<file path="src/rtl/alu_word_sequencer.sv">
// alu_word_sequencer
// Drives a byte-wide ALU one byte at a time (LSB first) to carry out a
// single NBYTES-wide ADD, ORR, XOR_B, AND or CMP operation. ADD spends two
// ALU cycles per byte (operand sum, then carry-in) and tracks the
// inter-byte carry locally.

module alu_word_sequencer #(
   parameter int NBYTES = 4,
   parameter int OPW    = 5
) (
   input  logic                  Clk,
   input  logic                  Reset,
   input  logic                  Start,
   input  logic [OPW-1:0]        Op,
   input  logic [8*NBYTES-1:0]   OperandA,
   input  logic [8*NBYTES-1:0]   OperandB,
   output logic                  Busy,
   output logic                  Done,
   output logic                  Err,
   output logic [8*NBYTES-1:0]   Result,
   output logic                  CarryOut,
   output logic                  ZeroAll,
   output logic [7:0]            AluA,
   output logic [7:0]            AluB,
   output logic [OPW-1:0]        AluOp,
   input  logic [7:0]            AluOut,
   input  logic                  AluZero
);

   localparam int WW = 8 * NBYTES;
   localparam int IW = (NBYTES > 1) ? $clog2(NBYTES) : 1;
   localparam logic [IW-1:0] LAST_IDX = IW'(NBYTES - 1);

   localparam logic [OPW-1:0] OP_ORR   = OPW'(0);
   localparam logic [OPW-1:0] OP_XOR_B = OPW'(2);
   localparam logic [OPW-1:0] OP_AND   = OPW'(4);
   localparam logic [OPW-1:0] OP_CMP   = OPW'(12);
   localparam logic [OPW-1:0] OP_ADD   = OPW'(16);

   typedef enum logic [2:0] {
      S_IDLE,
      S_ISSUE,
      S_ADDC,
      S_ERR,
      S_DONE
   } stateT;

   stateT          state;
   stateT          nextState;

   logic [OPW-1:0] opReg;
   logic [WW-1:0]  aReg;
   logic [WW-1:0]  bReg;
   logic [WW-1:0]  accReg;
   logic [IW-1:0]  byteIdx;
   logic [7:0]     sumReg;
   logic           carry;
   logic           eqReg;

   logic [7:0]     aByte;
   logic [7:0]     bByte;
   logic           lastByte;
   logic           opLegal;
   logic           carryNext;
   logic           eqNext;
   logic [WW-1:0]  wordNext;
   logic [WW-1:0]  finalWord;
   logic           unusedZero;

   // The ALU Zero flag is redundant here: zero detection is done on the
   // assembled word so that it also covers the two-step ADD bytes.
   assign unusedZero = AluZero;

   assign aByte    = aReg[8*byteIdx +: 8];
   assign bByte    = bReg[8*byteIdx +: 8];
   assign lastByte = (byteIdx == LAST_IDX);
   assign opLegal  = (Op == OP_ORR) || (Op == OP_XOR_B) || (Op == OP_AND) ||
                     (Op == OP_CMP) || (Op == OP_ADD);

   assign Busy = (state != S_IDLE);
   assign Done = (state == S_DONE) || (state == S_ERR);
   assign Err  = (state == S_ERR);

   // State register; reset aborts any operation in flight.
   always_ff @(posedge Clk or posedge Reset) begin
      if (Reset) begin
         state <= S_IDLE;
      end else begin
         state <= nextState;
      end
   end

   // Next-state logic and ALU drive, both derived from registered state only.
   always_comb begin
      nextState = state;
      AluA      = '0;
      AluB      = '0;
      AluOp     = OP_ORR;
      case (state)
         S_IDLE: begin
            if (Start) begin
               nextState = opLegal ? S_ISSUE : S_ERR;
            end
         end
         S_ISSUE: begin
            AluA  = aByte;
            AluB  = bByte;
            AluOp = opReg;
            if (opReg == OP_ADD) begin
               nextState = S_ADDC;
            end else begin
               nextState = lastByte ? S_DONE : S_ISSUE;
            end
         end
         S_ADDC: begin
            AluA      = sumReg;
            AluB      = {7'b0, carry};
            AluOp     = OP_ADD;
            nextState = lastByte ? S_DONE : S_ISSUE;
         end
         S_ERR:   nextState = S_IDLE;
         S_DONE:  nextState = S_IDLE;
         default: nextState = S_IDLE;
      endcase
   end

   // Per-byte merge of the ALU answer into the word, CMP fold and ADD carry.
   always_comb begin
      wordNext                   = accReg;
      wordNext[8*byteIdx +: 8]   = AluOut;
      eqNext                     = eqReg & AluOut[0];
      carryNext                  = (sumReg < aByte) | (AluOut < sumReg);
      finalWord                  = (opReg == OP_CMP) ? {{(WW-1){1'b0}}, eqNext}
                                                     : wordNext;
   end

   // Operand capture, byte stepping and the completion update of the
   // visible result flags, which land on the edge that enters DONE.
   always_ff @(posedge Clk or posedge Reset) begin
      if (Reset) begin
         opReg    <= OP_ORR;
         aReg     <= '0;
         bReg     <= '0;
         accReg   <= '0;
         byteIdx  <= '0;
         sumReg   <= '0;
         carry    <= 1'b0;
         eqReg    <= 1'b1;
         Result   <= '0;
         CarryOut <= 1'b0;
         ZeroAll  <= 1'b1;
      end else begin
         case (state)
            S_IDLE: begin
               if (Start) begin
                  opReg   <= Op;
                  aReg    <= OperandA;
                  bReg    <= OperandB;
                  accReg  <= '0;
                  byteIdx <= '0;
                  carry   <= 1'b0;
                  eqReg   <= 1'b1;
               end
            end
            S_ISSUE: begin
               if (opReg == OP_ADD) begin
                  sumReg <= AluOut;
               end else begin
                  accReg <= wordNext;
                  eqReg  <= eqNext;
                  if (lastByte) begin
                     Result   <= finalWord;
                     CarryOut <= 1'b0;
                     ZeroAll  <= (finalWord == '0);
                  end else begin
                     byteIdx <= byteIdx + 1'b1;
                  end
               end
            end
            S_ADDC: begin
               accReg <= wordNext;
               carry  <= carryNext;
               if (lastByte) begin
                  Result   <= wordNext;
                  CarryOut <= carryNext;
                  ZeroAll  <= (wordNext == '0);
               end else begin
                  byteIdx <= byteIdx + 1'b1;
               end
            end
            default: begin
            end
         endcase
      end
   end

endmodule

</file>
<file path="config.mk">
export PLATFORM = sky130hd
export DESIGN_NAME = alu_word_sequencer
export DESIGN_NICKNAME = d
export VERILOG_FILES = /design/src/rtl/alu_word_sequencer.sv
export SDC_FILE = /design/constraint.sdc
export NUM_CORES = 1
export LEC_CHECK = 0
export CAP_MARGIN = 10
export CORE_ASPECT_RATIO = 1.2
export CORE_MARGIN = 5
export CORE_UTILIZATION = 47
export DETAILED_ROUTE_END_ITERATION = 7
export PLACE_DENSITY_LB_ADDON = 0.15
export RECOVER_POWER = 25
export SKIP_CTS_REPAIR_TIMING = 1
export SLEW_MARGIN = 20
export SYNTH_ARGS = -nofsm -noshare
export SYNTH_HDL_FRONTEND = slang
export SYNTH_SLANG_ARGS = --single-unit
</file>
<file path="constraint.sdc">
create_clock -name Clk -period 5.3 [get_ports Clk]
set_clock_uncertainty 0.05 [all_clocks]
set_input_delay 1.06 -clock Clk [delete_from_list [all_inputs] [get_ports Clk]]
set_output_delay 1.06 -clock Clk [all_outputs]
set_load 0.01 [all_outputs]
</file>
Cell placement:
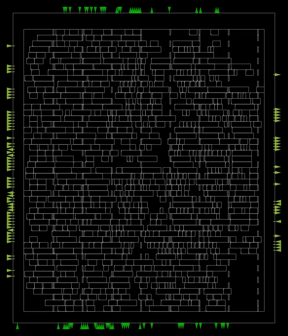
Util after Layout: 62.6%
fill count: 1263
# Taps: 204

Cells colored by class:
Fill, decap, tap and diode cells in gray.
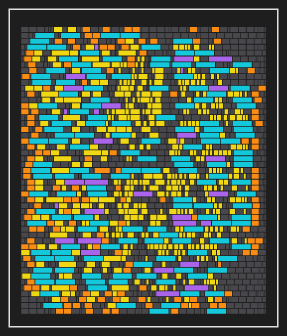
clock drivers and dummy loads: in purple, cells 30. other buffers and delay cells: in orange, cells 145. flops: in cyan, cells 150. combinational and other logic: in yellow, cells 456.

Cell sizes after repair:
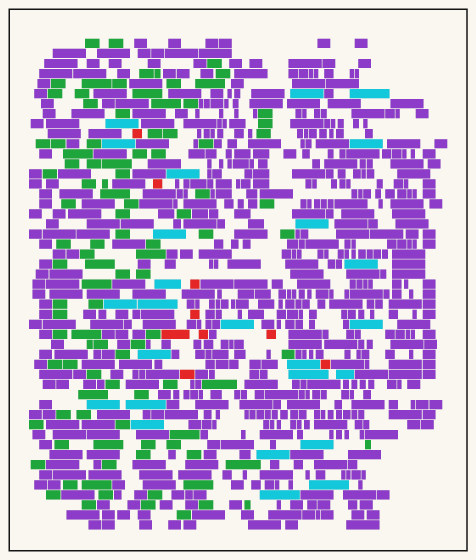
_2 cells: in green, cells 102. _6 and larger: in cyan, cells 25. _0 and _1 cells: in purple, cells 645. _3 and _4 cells: in red, cells 9.
bufs w/o clock: 145
synthesis-to-finish area growth: 30.0%
Finished Cell Area: 0.00948 sq mm
post-route setup slack: 1.24 ns

Routed metal, one color a layer:
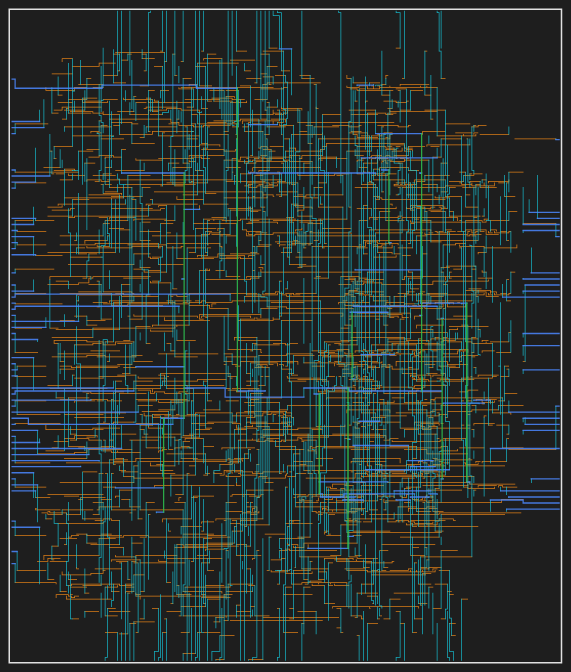
metal 2: in cyan, wire length 8900 um. metal 4: in green, wire length 368 um. metal 1: in orange, wire length 7260 um. metal 3: in blue, wire length 1070 um.

Port wiring:
The bar under the picture is 20 um long.
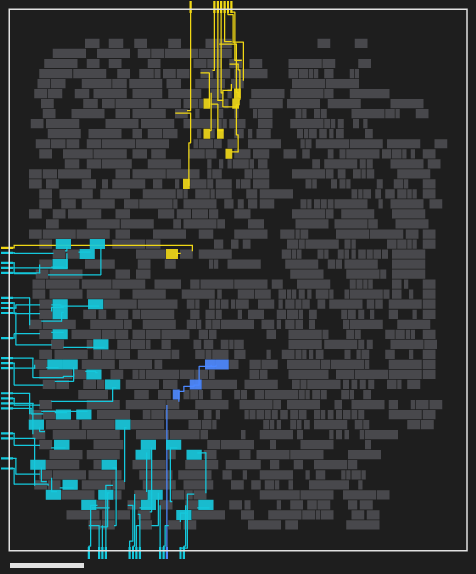
OperandB: in cyan, bits 32, direction input, end cells 32, wire 669 um. AluA: in yellow, bits 8, direction output, end cells 8, wire 314 um. Start: in blue, bits 1, direction input, end cells 5, wire 59.2 um.

## power groups by stage
stage	Sequential [mW]	Combinational (mW)	Clock [mW]
5_1_grt	2.05	2.66	1.41
4_1_cts	1.98	2.47	1.35
3_3_place_gp	1.97	2.40	0
3_5_place_dp	2.00	2.45	0
6_report	1.97	2.43	1.33
2_1_floorplan	1.91	1.56	0
## worst reg2reg max path: stages (launching register included)
cell and delay (ns):
dfrtp_1 0.98, buf_4 0.35, ha_1 0.19, inv_1 0.06, a211o_1 0.55, buf_4 0.39
inv_1 0.17, mux2_2 0.35
## final cells by class
cell class	count	share of cell area [%]
Timing Repair Buffer	145	15.2
Multi-Input combinational cell	433	34.7
Inverter	23	0.924
Tap cell	204	2.69
Clock inverter	10	2.14
Clock buffer	20	4.71
Sequential cell	150	39.6
## cell usage in the layout, fill, tap and decap left out, drive strengths merged, types with 4 or more instances in the layout
| cell | instances |
|---|---|
| nor2 | 12 |
| nand2 | 78 |
| o21ai | 40 |
| o21bai | 4 |
| bufinv | 6 |
| a21oi | 43 |
| a21o | 11 |
| clkdlybuf4s50 | 134 |
| o31ai | 31 |
| mux2 | 78 |
| buf | 7 |
| nor2b | 31 |
| nor3 | 5 |
| mux4 | 16 |
| clkbuf | 21 |
| nand3b | 4 |
| and3 | 13 |
| ha | 20 |
| inv | 22 |
| dfrtp | 148 |
| nor4 | 8 |
| nand2b | 7 |
## cell families (layout without fill, tap and decap cells)
group	count (synthesis)	after routing	share of synthesized area (%)
AND/OR/NAND/NOR	169	169	11.6
flip-flops	150	150	51.5
AND-OR/OR-AND	147	147	12.4
multiplexers	97	97	17.4
buffers and inverters	63	198	3.57
adder cells (fa/ha/maj)	20	20	3.43
==> flow_summary.json <==
{
  "status": "finished, violations left",
  "violations": "max-capacitance violations, max-slew violations",
  "grt_max_degree": 60,
  "dr.first_iter.drc_count": 267,
  "grt_use_total_pct": 20.5,
  "tightest_slew_ns": 2.62,
  "power_density_mw_per_mm2": 606,
  "diodes": 0,
  "hp-class": "reg -> reg",
  "die-width_um": 124,
  "period_used_pct": 76.5,
  "cts-root-buf": "clkbuf_16",
  "cp_slowest_stage_delay_ns": 0.98,
  "first_global_vias": 5640,
  "clock_latency_ns": 0.42,
  "ctsHtreeMaxLevel": 4,
  "antenna_found_initial": 0,
  "vias": 5395,
  "p_comb_share_pct": 42.4,
  "setup.worst_path.end": "AluB[4]",
  "use_met3_pct": 5.42,
  "total_power_mw": 5.74,
  "gp_congestion": 0.841,
  "drt-pass1-iter-count": 5,
  "p_int_mw": 3.84,
  "drtAntennaViolNets": 0,
  "cts_sinks": 150,
  "cp.depth": 4,
  "pwr-share-seq_pct": 34.4,
  "ys_seq_share_pct": 51.5,
  "worstReg2RegStart": "byteIdx[0]",
  "synth-edff-count": 0,
  "globalRoute.busiestLayer": "met2",
  "timing.hold.ws_ns": 0.421,
  "syn_inst": 646,
  "min_period_ns": 4.06,
  "setup_tns_ns": 0,
  "worst_path_max_delay_cell": "dfrtp_1",
  "peakVddDrop_mv": 0.277,
  "place_ws_ns": 1.64,
  "syn_area_sq_mm": 0.00729,
  "p_leak_nw": 4.05,
  "switchingPower_mw": 1.90,
  "r2r_slack_ns": 2.10,
  "synth_top_area_share_pct": 50.8,
  "maxUsedRoutingLayer": "met4",
  "grt_overflow": 0,
  "ys_chip_area_sq_mm": 0.00729,
  "yosysWarnings": 0,
  "chip_area_sq_mm": 0.0181,
  "hold_start": "Result[16]",
  "top_cells_by_count": "dfrtp_1 (148), mux2_2 (78), nand2_1 (78)",
  "cp_num_buf_inv": 2,
  "wl_met3_um": 1070,
  "max_freq_mhz": 246,
  "cts.reportedPaths.clkPinSlew_ns": 0.06,
  "path_class": "reg -> out",
  "cp-end-kind": "output pin",
  "logic_area_sq_mm": 0.00329,
  "warnings": 32,
  "cts_buffer_depth": 2,
  "hold_path_depth": 2,
  "portBuffers": 137,
  "synthMostInstantiatedCell": "dfrtp_1",
  "grt_pass1_wl_um": 29000,
  "final_nets": 871,
  "ff2ff_path_depth": 7,
  "cts_tree": "built",
  "ys.flop_type": "dfrtp_1",
  "hold_viol": 0,
  "cp-start-kind": "flip-flop",
  "crit_family": "flip-flops",
  "core_util_floorplan_pct": 48.1,
  "ff_latch_area_sq_mm": 0.00376,
  "dpl_cell_area_sq_mm": 0.00884,
  "synth-seq-cells": 150,
  "drive_gt1_share_pct": 17.4,
  "via_per_inst": 5.48,
  "maxSlewHeadroom_pct": -75.7,
  "rows": 49,
  "met2_length_um": 8900,
  "core_area_sq_mm": 0.0151,
  "hold_end": "Result[16]",
  "startpoint": "byteIdx[0]",
  "drc": 0,
  "met1_length_um": 7260,
  "use_met1_pct": 26.1,
  "cts_buffers": 17,
  "slew_violations": 60,
  "clockPowerShare_pct": 23.2,
  "drt_wl_total_um": 17600,
  "dp_cells": 955,
  "largest_area_cell": "dfrtp_1",
  "setup-violations-final": 0,
  "ys_types": 46,
  "r2r-end": "Result[8]",
  "top_cells_by_area": "dfrtp_1 (51%), mux2_2 (12%), mux4_2 (4.9%)",
  "fp.dieH_um": 146,
  "cp_cell_sequence": "buf_4 -> mux4_2 -> and3_1 -> clkdlybuf4s50_1",
  "crit_fanout": 16,
  "required_ns": 4.19,
  "synth.avg_cell_area_sq_um": 11.3,
  "netSwitchingFraction_pct": 33.1,
  "ioPinCount": 139,
  "grtUsageMet2_pct": 33.6,
  "dp_hpwl_um": 12600,
  "stdcell_count": 985,
  "async_reset_ff_share_pct": 100,
  "yosys-stat-cells": 646,
  "rsz0062_at_grt": "no",
  "maxCapViolations": 1,
  "arrival_ns": 2.95,
  "wire_per_inst_um": 17.9,
  "fp_nets": 747
}
Power figures rest on the tool's default switching activity, not on a simulated workload.
